`src/rtl/debounce_defs.sv`:
```
// Shared encodings for the debounce/synchronizer block.
package debounce_defs;

  // Two-state qualification FSM encoding.
  typedef enum logic {
    ST_STABLE = 1'b0,
    ST_CHECK  = 1'b1
  } state_e;

  // True when a candidate level has held for the full qualification window.
  function automatic logic qual_done(input logic [31:0] cnt, input logic [31:0] last);
    return cnt == last;
  endfunction

endpackage

```
`src/rtl/sync_ff_chain.sv`:
```
// Multi-flop synchronizer for one asynchronous input; reusable for any raw pin.
module sync_ff_chain #(
  parameter int   STAGES  = 2,
  parameter logic RST_VAL = 1'b0
) (
  input  logic clk,
  input  logic reset,
  input  logic d,
  output logic q
);

  logic [STAGES-1:0] chain_q;

  // Shift the raw input through STAGES flops; bit 0 is the first sampler.
  always_ff @(posedge clk or negedge reset) begin
    if (!reset) begin
      chain_q <= {STAGES{RST_VAL}};
    end else begin
      chain_q <= {chain_q[STAGES-2:0], d};
    end
  end

  assign q = chain_q[STAGES-1];

endmodule

```
`src/rtl/debounce_sync.sv`:
```
// Synchronize a raw input, then accept a new level only after it holds for
// STABLE_CYCLES enabled ticks. Emits the accepted level and rise/fall pulses.
//
// state     | meaning
// ----------+-----------------------------------------------------------
// ST_STABLE | synchronized input matches dout; waiting for a change
// ST_CHECK  | synchronized input differs from dout; counting ticks
module debounce_sync
  import debounce_defs::*;
#(
  parameter int   SYNC_STAGES   = 2,
  parameter int   CNT_W         = 16,
  parameter int   STABLE_CYCLES = 50000,
  parameter logic RESET_LEVEL   = 1'b0
) (
  input  logic clk,
  input  logic reset,
  input  logic din_raw,
  input  logic tick,
  output logic dout,
  output logic rise,
  output logic fall,
  output logic busy
);

  // Last count value of the window; the equality compare stops counting here,
  // so the counter can never wrap.
  localparam logic [CNT_W-1:0] CNT_LAST = CNT_W'(STABLE_CYCLES - 1);

  logic             sync_s;
  state_e           state_q, state_d;
  logic [CNT_W-1:0] cnt_q, cnt_d;
  logic             dout_q, dout_d;
  logic             rise_q, rise_d;
  logic             fall_q, fall_d;

  sync_ff_chain #(
    .STAGES (SYNC_STAGES),
    .RST_VAL(RESET_LEVEL)
  ) u_sync (
    .clk  (clk),
    .reset(reset),
    .d    (din_raw),
    .q    (sync_s)
  );

  // State, counter and registered outputs.
  always_ff @(posedge clk or negedge reset) begin
    if (!reset) begin
      state_q <= ST_STABLE;
      cnt_q   <= '0;
      dout_q  <= RESET_LEVEL;
      rise_q  <= 1'b0;
      fall_q  <= 1'b0;
    end else begin
      state_q <= state_d;
      cnt_q   <= cnt_d;
      dout_q  <= dout_d;
      rise_q  <= rise_d;
      fall_q  <= fall_d;
    end
  end

  // Qualification: a bounce back aborts regardless of tick; pulses only on accept.
  always_comb begin
    state_d = state_q;
    cnt_d   = cnt_q;
    dout_d  = dout_q;
    rise_d  = 1'b0;
    fall_d  = 1'b0;
    case (state_q)
      ST_STABLE: begin
        if (sync_s != dout_q) begin
          state_d = ST_CHECK;
          cnt_d   = '0;
        end
      end
      ST_CHECK: begin
        if (sync_s == dout_q) begin
          state_d = ST_STABLE;
          cnt_d   = '0;
        end else if (tick) begin
          if (qual_done(32'(cnt_q), 32'(CNT_LAST))) begin
            dout_d  = sync_s;
            rise_d  = sync_s;
            fall_d  = ~sync_s;
            cnt_d   = '0;
            state_d = ST_STABLE;
          end else begin
            cnt_d = cnt_q + CNT_W'(1);
          end
        end
      end
      default: begin
        state_d = ST_STABLE;
        cnt_d   = '0;
      end
    endcase
  end

  assign dout = dout_q;
  assign rise = rise_q;
  assign fall = fall_q;
  assign busy = (state_q == ST_CHECK);

endmodule

```
`config.mk`:
```
export PLATFORM = sky130hd
export DESIGN_NAME = debounce_sync
export DESIGN_NICKNAME = d
export VERILOG_FILES = /design/src/rtl/debounce_defs.sv /design/src/rtl/sync_ff_chain.sv /design/src/rtl/debounce_sync.sv
export SDC_FILE = /design/constraint.sdc
export NUM_CORES = 1
export LEC_CHECK = 0
export CAP_MARGIN = 10
export CORE_MARGIN = 2
export CORE_UTILIZATION = 45
export DETAILED_ROUTE_END_ITERATION = 6
export PLACE_DENSITY = 0.63
export SYNTH_ARGS = -nofsm -noshare
export SYNTH_HDL_FRONTEND = slang
export SYNTH_SLANG_ARGS = --single-unit
```
`constraint.sdc`:
```
create_clock -name clk -period 2.2 [get_ports clk]
set_input_delay 0.22 -clock clk [delete_from_list [all_inputs] [get_ports clk]]
set_output_delay 0.22 -clock clk [all_outputs]
set_load 0.1 [all_outputs]
```
Figure 1. Port wiring (run 1).
Bar = 20 um.
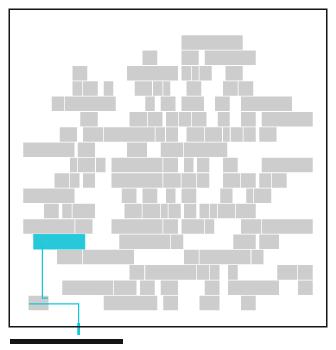
din_raw -> cyan  # bits 1, direction input, end cells 1, buffers 1, wire 22.8 um
IO Count: 8
I/O Buffers: 7

Figure 2. Register map, names as in the netlist (run 1).
Other sequential cells in the stronger gray, the rest of the logic in the fainter gray.
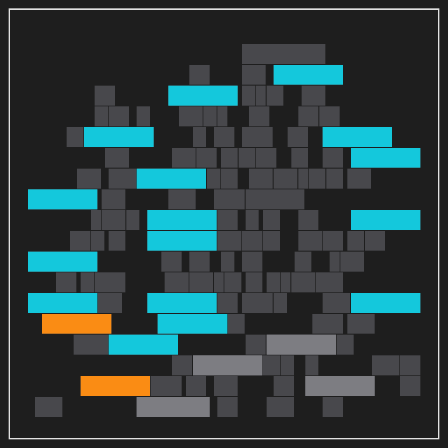
cnt_q -> cyan  # placed flops 16
u_sync.chain_q -> orange  # placed flops 2
fraction of area in registers: 0.392
seq pwr: 418 uW
Reg area: 552 um^2
Finished Core Util: 0.558

==> reports/results.tsv, run 1 <==
metric	value	unit
top_cell	dfrtp_1	
ir_drop	392	uV
cts_max_level	1	
switchingPower	181	uW
hpwlAfterDp	1950	um
p_clk_frac	0.393	
gp_congestion	0.919	
placedCellCount	154	
reg2reg_from	cnt_q[12]$_DFFE_PN0P_	
cts_made_buffers	3	
whs	0.235	ns
dieArea	3150	um^2
die_h	56.1	um
design_area	1410	um^2
crit_end	cnt_q[7]$_DFFE_PN0P_	
crit_fanout	8	
reg_top3	cnt_q x16, u_sync.chain_q x2	
instances_no_fill	158	
simple_gate_area_frac	0.290	
drc_errors	0	
maxSlewViolCount	0	
p_int	622	uW
ys_types	44	
crit_path_end_kind	flop	
max_cap_viol_count	0	
via_per_inst	6.37	
synth_chip_area	1220	um^2
cp_cell_sequence	or4_4, nor4_4, buf_4, o311ai_0, o21a_1	
cts_buffer_depth	2	
path_class	reg2reg	
lay_top_cells	dfrtp_1 (21), buf_4 (12), nand3_1 (8), nor4_1 (7), nor3b_1 (6)	
hold_path.class	in2async	
logic_family	simple AND/OR/NAND/NOR gates	
ys_sh_adder	0.0102	
cts_num_sinks	22	
rrSetupSlack	0.15	ns
warnings	26	
status	completed	
syn_area	1220	um^2
core_area	2520	um^2
setup_viol	0	
finalClockPeriodUsage	0.930	
wl_per_cell	17.3	um
crit_path_start_kind	flop	
synth_flops	22	
synthTopCellsByCount	dfrtp_1 (22), nand3_1 (8), nor4_1 (7), nor3b_1 (6)	
rsz0062_at_grt	no	
period_needed	2.05	ns
first_pass_iters	5	
syn_area_per_cell	10.8	um^2
grt_use_total	0.196	
critPathLaunch	cnt_q[12]$_DFFE_PN0P_	
worst_pin_slew	0.447	ns
core_util_floorplan	0.484	
dieWidth	56.1	um
top_cell_area_share	0.451	
grt_max_degree	23	
skew	0.00457	ns
synth_cells	113	
reg2reg_depth	5	
powerDensity	572	nW/um^2
Figure 3. The metal 1 layer (run 1).
Supply wires on this layer in gray.
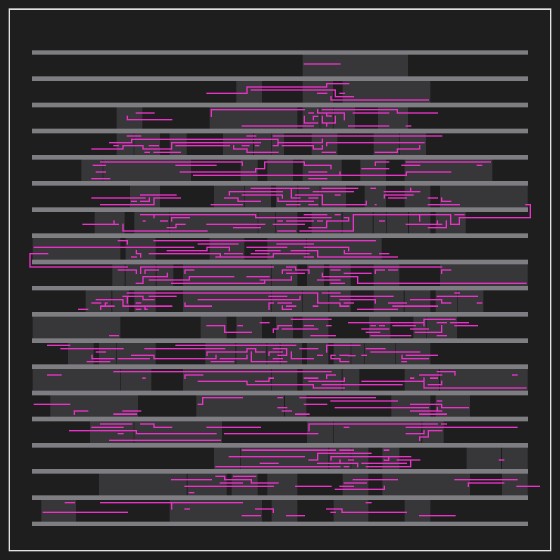
nets with wire on the layer = 126
wire length on this layer = 1350 um
main direction = horizontal
longest straight run = 23.0 um
share of all routed wire = 49%
final wirelength: 2730 um
met1 Use GR: 0.296

Figure 4. Metal 2 (run 1).
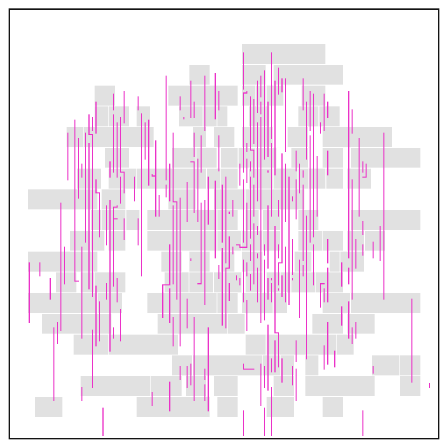
nets with wire on the layer = 109
longest straight run = 26.9 um
main direction = vertical
share of all routed wire = 45%

[run 1: worst max-delay path: cells and delay by family, from the launching register on]
family                 cells  cell delay (ns)
AND/OR/NAND/NOR            2             0.95
buffers and inverters      1             0.23
flip-flops                 1             0.46
AND-OR/OR-AND              2             0.31
[run 1: layer usage]
metal  track usage  share of wire
met1         0.296           0.49
met2         0.277           0.45
met4        0.0646         0.0077
met3        0.0419          0.045
met5             0              0
[run 1: cell type report]
| cell class | count | share of cell area |
|---|---|---|
| Clock buffer | 3 | 0.0160 |
| Clock inverter | 1 | 0.0214 |
| Inverter | 1 | 0.00267 |
| Multi-Input combinational cell | 86 | 0.456 |
| Sequential cell | 22 | 0.392 |
| Tap cell | 30 | 0.0267 |
| Timing Repair Buffer | 15 | 0.0854 |
==> inputs of run 2 (changes only) <==
--- a/config.mk
+++ b/config.mk
@@ -10,6 +10,7 @@
 export CORE_UTILIZATION = 45
 export DETAILED_ROUTE_END_ITERATION = 6
 export PLACE_DENSITY = 0.63
+export RECOVER_POWER = 25
 export SYNTH_ARGS = -nofsm -noshare
 export SYNTH_HDL_FRONTEND = slang
 export SYNTH_SLANG_ARGS = --single-unit
Figure 5. Port wiring (run 2).
Bar = 20 um.
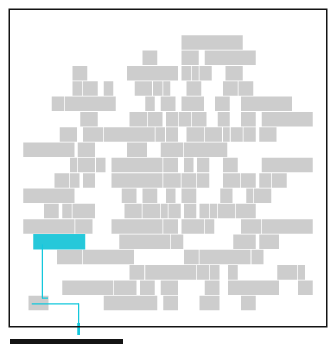
din_raw -> cyan  # bits 1, direction input, end cells 1, buffers 1, wire 22.3 um

==> reports/results.tsv, run 2 <==
metric	value	unit	change
status	completed		unchanged
regArea	552	um^2	unchanged
highest_layer	met4		unchanged
crit_family	simple AND/OR/NAND/NOR gates		unchanged
cts_num_sinks	22		unchanged
use_met1	0.296		unchanged
dieArea	3150	um^2	unchanged
dieWidth	56.1	um	unchanged
synthTopCellsByCount	dfrtp_1 (22), nand3_1 (8), nor4_1 (7), nor3b_1 (6)		unchanged
ys_sh_adder	0.0102		unchanged
cts_made_buffers	3		unchanged
p_clk_frac	0.394		was 0.393
ys_types	44		unchanged
clkbuf_count	3		unchanged
maxSlewViolCount	0		unchanged
dr_wl_met3	120	um	was 124 um
simple_gate_area_frac	0.290		unchanged
drt-met1-wl	1360	um	was 1350 um
whs	0.375	ns	was 0.235 ns
core_util_floorplan	0.484		unchanged
cts_buffer_depth	2		unchanged
lay_top_cells	dfrtp_1 (21), buf_4 (11), nand3_1 (8), nor4_1 (7), nor3b_1 (6)		was dfrtp_1 (21), buf_4 (12), nand3_1 (8), nor4_1 (7), nor3b_1 (6)
met2_wirelength	1230	um	was 1240 um
grt_use_total	0.196		unchanged
first_pass_iters	5		unchanged
busiest_layer	met1		unchanged
crit_buf_inv	1		unchanged
well_tap_count	30		unchanged
nMultiInputCombCells	86		unchanged
max_cap_viol_count	0		unchanged
crit_path_start_kind	flop		unchanged
synth_flops	22		unchanged
top_cell_area_share	0.451		unchanged
hold_path.class	reg2reg		was in2async
rsz0062_at_grt	no		unchanged
period_needed	2.05	ns	about the same
die_h	56.1	um	unchanged
use_met3	0.0419		unchanged
ir_drop	392	uV	about the same
reg2reg_depth	5		unchanged
design_area	1400	um^2	was 1410 um^2
worst_pin_slew	1.20	ns	was 0.447 ns
reg2reg_from	cnt_q[12]$_DFFE_PN0P_		unchanged
layout.non_clock_inverters	1		unchanged
hpwlAfterDp	1950	um	unchanged
gp_congestion	0.919		unchanged
synth_cells	113		unchanged
skew	0.00457	ns	unchanged
cts_max_level	1		unchanged
p_int	621	uW	was 622 uW
powerDensity	572	nW/um^2	about the same
setup_viol	0		unchanged
wl	2730	um	about the same
core_area	2520	um^2	unchanged
n_all_buffers	15		unchanged
comb_area_frac	0.457		was 0.456
met2_usage	0.277		unchanged
crit_path_end_kind	flop		unchanged
drc_errors	0		unchanged
run 2: cell types whose count changed in the layout (fill, tap and decap cells not counted):
| cell | delta |
|---|---|
| clkbuf_1 | +1 |
| dlygate4sd3_1 | +2 |
| clkdlybuf4s50_1 | -2 |
| buf_4 | -1 |
run 2: worst max-delay path by stage:
stage / cells past startpoint / slack (ns) / end
floorplan: 3 / 0.09 / cnt_q[11]$_DFFE_PN0P_
detailed placement: 5 / 0.10 / cnt_q[7]$_DFFE_PN0P_
CTS: 5 / 0.08 / cnt_q[7]$_DFFE_PN0P_
global route: 5 / 0.02 / cnt_q[14]$_DFFE_PN0P_
global placement: 4 / 0.21 / cnt_q[5]$_DFFE_PN0P_
finish: 5 / 0.15 / cnt_q[7]$_DFFE_PN0P_
Figure 6. Register map, names as in the netlist (run 2).
Other sequential cells in the stronger gray, the rest of the logic in the fainter gray.
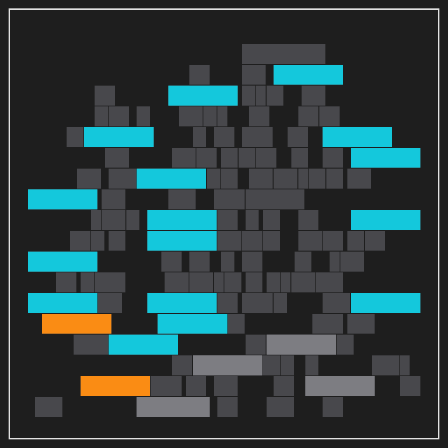

==> inputs of run 3 (changes only) <==
--- a/config.mk
+++ b/config.mk
@@ -9,6 +9,7 @@
 export CORE_MARGIN = 2
 export CORE_UTILIZATION = 45
 export DETAILED_ROUTE_END_ITERATION = 6
+export MAX_ROUTING_LAYER = met4
 export PLACE_DENSITY = 0.63
 export RECOVER_POWER = 25
 export SYNTH_ARGS = -nofsm -noshare
==> constraint.sdc (replaced) <==
create_clock -name clk -period 2.1 [get_ports clk]
set_input_delay 0.21 -clock clk [delete_from_list [all_inputs] [get_ports clk]]
set_output_delay 0.21 -clock clk [all_outputs]
set_load 0.1 [all_outputs]
Figure 7. Register map, names as in the netlist (run 3).
Other sequential cells in the stronger gray, the rest of the logic in the fainter gray.
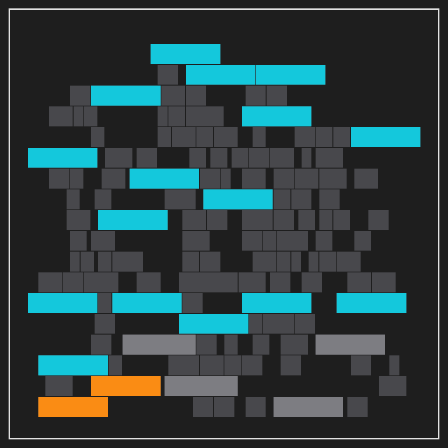
cnt_q -> cyan  # placed flops 16
u_sync.chain_q -> orange  # placed flops 2
fraction of area in registers: 0.390
Finished Core Util: 0.562
Reg area: 553 um^2
seq pwr: 438 uW

==> reports/results.tsv, run 3 <==
metric	value	unit	change
final-clk-cell-share	0.0256		was 0.0375
hpwlAfterDp	1910	um	was 1950 um
cts_buffer_depth	2		unchanged
grt_max_degree	23		unchanged
logic_family	simple AND/OR/NAND/NOR gates		unchanged
n_all_buffers	19		was 15
dieWidth	56.1	um	unchanged
simple_gate_area_frac	0.290		unchanged
ir_drop	433	uV	was 392 uV
crit_path_end_kind	flop		unchanged
synth_cells	113		unchanged
reg2reg_from	cnt_q[10]$_DFFE_PN0P_		was cnt_q[12]$_DFFE_PN0P_
cts_num_sinks	22		unchanged
synth_flops	22		unchanged
status	completed		unchanged
buf_share	0.103		was 0.0830
use_met1	0.267		was 0.296
max_cap_viol_count	0		unchanged
cts_max_level	1		unchanged
ys_types	44		unchanged
core_util_floorplan	0.484		unchanged
crit_buf_inv	1		unchanged
top_cell_area_share	0.451		unchanged
synthTopCellsByCount	dfrtp_1 (22), nand3_1 (8), nor4_1 (7), nor3b_1 (6)		unchanged
lay_top_cells	dfrtp_1 (20), buf_4 (15), nand3_1 (8), nor4_1 (7), nor3b_1 (6)		was dfrtp_1 (21), buf_4 (11), nand3_1 (8), nor4_1 (7), nor3b_1 (6)
crit_family	simple AND/OR/NAND/NOR gates		unchanged
die_h	56.1	um	unchanged
maxSlewViolCount	0		unchanged
cts_made_buffers	3		unchanged
reg2reg_depth	5		unchanged
first_pass_iters	4		was 5
hold_path.class	reg2reg		unchanged
setup_viol	0		unchanged
well_tap_count	30		unchanged
top_cell	dfrtp_1		unchanged
met2_usage	0.291		was 0.277
nMultiInputCombCells	86		unchanged
via_per_inst	6.44		was 6.34
cp_cell_sequence	or4_4, nor4_4, buf_4, nor3_2, a221o_1		was or4_4, nor4_4, buf_4, o311ai_0, o21a_1
whs	0.360	ns	was 0.375 ns
gp_congestion	0.860		was 0.919
layout.non_clock_inverters	1		unchanged
use_met3	0.0326		was 0.0419
met2_wirelength	1270	um	was 1230 um
syn_area	1220	um^2	unchanged
ys_sh_adder	0.0102		unchanged
warnings	26		unchanged
largestClassByArea	multi-input combinational cells		unchanged
syn_area_per_cell	10.8	um^2	unchanged
==> run 3: netlist changes by cell type in the layout (fill, tap and decap cells not counted) <==
cell       delta
clkbuf_8      +1
dfrtp_2       +1
buf_4         +4
dfrtp_1       -1
bufinv_16     -1
==> run 3: per-stage QoR <==
step / area (um^2) / total power (uW) / setup TNS [ns]
after floorplan: 1220 / 486 / 0
after global placement: 1370 / 519 / 0
after detailed placement: 1370 / 521 / 0
after CTS: 1410 / 761 / 0
after global routing: 1420 / 772 / -0.0120
final: 1420 / 747 / 0
==> run 3: what timing repair did <==
action,CTS,global route
setup buffers,0,2
hold buffers,0,0
endpoints found under the hold margin,0,0
setup endpoints to repair,0,10
==> run 3: where the power goes <==
group / switching (uW) / internal [uW]
Clock: 130 / 106
Sequential: 7.01 / 431
Combinational: 45.7 / 27.8
Total: 183 / 565
Power and IR drop assume default switching activity.
